### src/rtl/fir_mac_u.sv
// Time-multiplexed FIR multiply-accumulate: snapshots the tap vector on VIN, walks
// one product per cycle, emits one sample per accept. `FIR_MAC_SAT_EN selects clamp vs wrap.
module fir_mac_u #(
  parameter int unsigned DATA_WIDTH = 13,
  parameter int unsigned COEF_WIDTH = 13,
  parameter int unsigned TAPS       = 8,
  parameter int unsigned OUT_WIDTH  = 16
) (
  input  logic                          CLK,
  input  logic                          RST_n,
  input  logic                          VIN,
  input  logic signed [DATA_WIDTH-1:0]  tp [0:TAPS-1],
  input  logic                          COEF_WE,
  input  logic [$clog2(TAPS)-1:0]       COEF_ADDR,
  input  logic signed [COEF_WIDTH-1:0]  COEF_DATA,
  output logic                          BUSY,
  output logic                          VOUT,
  output logic signed [OUT_WIDTH-1:0]   DOUT,
  output logic                          OVF
);

  localparam int unsigned AW     = $clog2(TAPS);
  localparam int unsigned PROD_W = DATA_WIDTH + COEF_WIDTH;
  localparam int unsigned ACC_W  = PROD_W + AW;
  localparam int unsigned SHIFT  = COEF_WIDTH - 1;
  localparam logic [AW-1:0] LAST     = AW'(TAPS - 1);
  localparam logic [AW:0]   TAPS_EXT = (AW + 1)'(TAPS);

  typedef enum logic [1:0] {S_IDLE, S_ACC, S_DONE} state_t;

  state_t                       state;
  logic [AW-1:0]                cnt;
  logic signed [ACC_W-1:0]      acc;
  logic signed [DATA_WIDTH-1:0] snap [0:TAPS-1];
  logic signed [COEF_WIDTH-1:0] coef [0:TAPS-1];

  logic signed [PROD_W-1:0]     prod_c;
  logic signed [ACC_W-1:0]      acc_sum_c;
  logic signed [OUT_WIDTH-1:0]  dout_c;
  logic                         addr_ok_c;

`ifdef FIR_MAC_SAT_EN
  localparam logic signed [ACC_W-1:0] SAT_MAX = {{(ACC_W-OUT_WIDTH+1){1'b0}}, {(OUT_WIDTH-1){1'b1}}};
  localparam logic signed [ACC_W-1:0] SAT_MIN = {{(ACC_W-OUT_WIDTH+1){1'b1}}, {(OUT_WIDTH-1){1'b0}}};
  logic signed [ACC_W-1:0] shifted_c;
`endif

  // Current product, running sum and the narrowed result of that sum
  always_comb begin
    prod_c    = PROD_W'(snap[cnt]) * PROD_W'(coef[cnt]);
    acc_sum_c = acc + ACC_W'(prod_c);
    addr_ok_c = {1'b0, COEF_ADDR} < TAPS_EXT;
`ifdef FIR_MAC_SAT_EN
    shifted_c = acc_sum_c >>> SHIFT;
    if (shifted_c > SAT_MAX)
      dout_c = {1'b0, {(OUT_WIDTH-1){1'b1}}};
    else if (shifted_c < SAT_MIN)
      dout_c = {1'b1, {(OUT_WIDTH-1){1'b0}}};
    else
      dout_c = shifted_c[OUT_WIDTH-1:0];
`else
    dout_c = acc_sum_c[SHIFT +: OUT_WIDTH];
`endif
  end

  // Control FSM, datapath registers and coefficient file
  always_ff @(posedge CLK or negedge RST_n) begin
    if (!RST_n) begin
      state <= S_IDLE;
      cnt   <= '0;
      acc   <= '0;
      BUSY  <= 1'b0;
      VOUT  <= 1'b0;
      DOUT  <= '0;
      OVF   <= 1'b0;
      for (int i = 0; i < int'(TAPS); i++) begin
        snap[i] <= '0;
        coef[i] <= '0;
      end
    end else begin
      VOUT <= 1'b0;
      case (state)
        S_IDLE, S_DONE: begin
          if (VIN) begin
            snap  <= tp;
            acc   <= '0;
            cnt   <= '0;
            BUSY  <= 1'b1;
            state <= S_ACC;
          end else begin
            state <= S_IDLE;
          end
        end
        S_ACC: begin
          acc <= acc_sum_c;
          cnt <= cnt + AW'(1);
          if (VIN) OVF <= 1'b1;
          if (cnt == LAST) begin
            BUSY  <= 1'b0;
            VOUT  <= 1'b1;
            DOUT  <= dout_c;
            state <= S_DONE;
          end
        end
        default: state <= S_IDLE;
      endcase
      // Writes are locked out while products are being walked
      if (COEF_WE && (state != S_ACC) && addr_ok_c)
        coef[COEF_ADDR] <= COEF_DATA;
    end
  end

endmodule

### config.mk
export PLATFORM = sky130hd
export DESIGN_NAME = fir_mac_u
export DESIGN_NICKNAME = d
export VERILOG_FILES = /design/src/rtl/fir_mac_u.sv
export SDC_FILE = /design/constraint.sdc
export NUM_CORES = 1
export LEC_CHECK = 0
export CORE_UTILIZATION = 35
export DETAILED_ROUTE_END_ITERATION = 16
export GPL_ROUTABILITY_DRIVEN = 0
export PLACE_DENSITY = 0.54
export SYNTH_ARGS = -nofsm -noshare
export SYNTH_HDL_FRONTEND = slang
export SYNTH_SLANG_ARGS = --single-unit
### constraint.sdc
create_clock -name CLK -period 20.8 [get_ports CLK]
set_clock_uncertainty 0.1 [all_clocks]
set_input_delay 4.16 -clock CLK [delete_from_list [all_inputs] [get_ports CLK]]
set_output_delay 4.16 -clock CLK [all_outputs]
set_load 0.03 [all_outputs]
Gate families picked out:
Scale bar: 50 um.
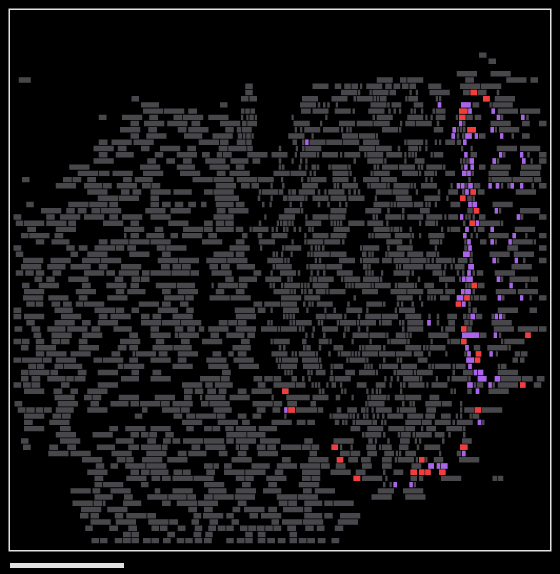
colour	family	cells
purple	aoi and oai cells	88
red	non-inverting ao/oa cells	30

Sequential cells coloured by netlist name:
Scale bar: 50 um. Other sequential cells in the stronger grey, the rest of the logic in the fainter grey.
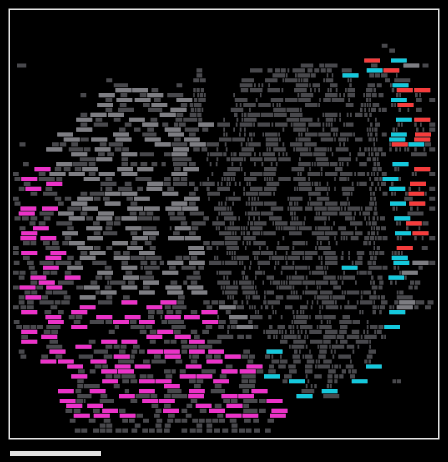
colour	signal	sequential cells
magenta	snap	104
red	DOUT	16
cyan	acc	28
not coloured	112

==> results.json <==
{
  "dr_wl_met3_mm": 1.40,
  "aoi_share_pct": 3.99,
  "htree_levels": 1,
  "logic_family": "adder cells",
  "rows": 85,
  "cts_buffers": 29,
  "reg2reg_slack_ps": 12030,
  "grt_pass1_vias": 12934,
  "ys_area_um2": 19200,
  "drt_pass1_iterations": 7,
  "final-hold-violation-count": 0,
  "met1_usage_pct": 23.2,
  "top_area_share_pct": 34.0,
  "period_needed_ps": 8770,
  "cts_tree": "built",
  "hold_class": "flop to flop",
  "edf_count": 0,
  "area_delta_synth_final_pct": 16.1,
  "syn_inst": 1631,
  "timing.rr.start": "cnt[0]$_DFFE_PN0P_",
  "crit_path_end_kind": "flop",
  "final_area_um2": 22200,
  "combGateArea_um2": 11300,
  "min_path_cells": 1,
  "mux_share_pct": 20.4,
  "synthMostInstantiatedCell": "inv_1",
  "largest_area_cell": "dfrtp_1",
  "cts-root-buf": "clkbuf_16",
  "grt.busiest_layer": "met2",
  "max_freq_ghz": 0.114,
  "fin_cells": 2470,
  "tightest_slew_ps": 1340,
  "initCoreUtil_pct": 35.5,
  "ant_nets": 0,
  "yosysWarnings": 0,
  "clockBufferDepth": 3,
  "fp_nets": 2044,
  "fin_ws_ps": 12030,
  "arrival_ps": 9130,
  "fp.dieH_um": 236,
  "ys_sh_simple_pct": 5.83,
  "status": "complete, no violations",
  "path_common_cell": "fa_1",
  "rsz0062_at_grt": "no",
  "dp_slack_ps": 12020,
  "dp_hpwl_mm": 33.6,
  "setup_violations": 0,
  "path_cells": "buf_4 > mux4_2 > mux2i_1 > nor2_1 > inv_1 > fa_1 > inv_1 > fa_1 > fa_1 > fa_1 > fa_1 > inv_1 > fa_1 > inv_1 > ha_1 > nand2_1 > nor2_1 > o21ai_0 > a21oi_1 > o21ai_0 > a32oi_1 > xnor2_1 > o21ai_0",
  "grt_pass1_wl_mm": 73.0,
  "min_from": "OVF$_DFFE_PN0P_",
  "hold_end": "OVF$_DFFE_PN0P_",
  "clock_insertion_delay_worst_skew_ps": 590,
  "cp_max_fo": 36,
  "cts.sinks": 260,
  "flop_cell": "dfrtp_1",
  "layout_top_cell": "inv_1",
  "wl_met1_mm": 21.3,
  "globalRouteOverflowTotal": 0,
  "mostFrequentLayoutCells": "inv_1 (301), dfrtp_1 (257), mux2_2 (226)",
  "ys_seq_share_pct": 34.0,
  "period_used_pct": 42.2,
  "syn_area_um2": 19200,
  "startpoint": "cnt[0]$_DFFE_PN0P_",
  "fp.dieArea_um2": 55700,
  "ios": 143,
  "yosys-stat-cells": 1631,
  "postCtsSetupBuffers": 0,
  "clk_pin_slew_worst_paths_ps": 60,
  "ys_types": 54,
  "max_stage_delay_ps": 1040,
  "ys_async_sr_fraction_pct": 100,
  "warnings": 29,
  "crit_family": "adder cells",
  "ys_ff": 260,
  "drive_above_1_share_pct": 20.4,
  "synthTopCellsByArea": "dfrtp_1 (34%), fa_1 (21%), mux2_2 (13%)",
  "dp.cells": 2424,
  "drc_errors": 0,
  "worstSetupStartpointType": "flop",
  "placed_cell_area_um2": 21400
}
Ports around the boundary:
Pins as bars across the die edge, other pins in grey.
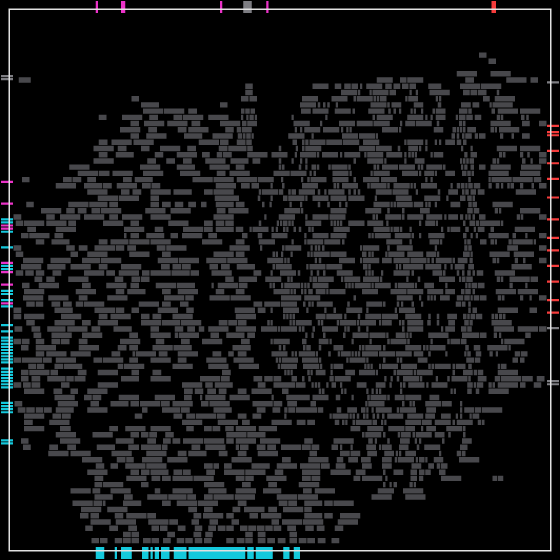
colour	port	pins	direction	edge
magenta	COEF_DATA	13	input	8 left, 5 top
cyan	tp	104	input	70 bottom, 34 left
red	DOUT	16	output	14 right, 2 top
all pins by edge	70 bottom, 44 left, 18 right, 11 top

-- final cells by class --
| class | instances | share of cell area, % |
|---|---|---|
| Inverter | 302 | 5.10 |
| Clock buffer | 41 | 3.69 |
| Multi-Input combinational cell | 1004 | 50.6 |
| Tap cell | 696 | 3.92 |
| Sequential cell | 260 | 29.3 |
| Clock inverter | 4 | 0.270 |
| Timing Repair Buffer | 162 | 7.09 |
| Antenna cell | 1 | 0.0113 |
-- sequential cells by signal, indices dropped and copies added (netlist names) --
| register | count |
|---|---|
| coef | 104 |
| VOUT | 1 |
| DOUT | 16 |
| BUSY | 1 |
| state | 2 |
| snap | 104 |
| cnt | 3 |
| OVF | 1 |
| acc | 28 |
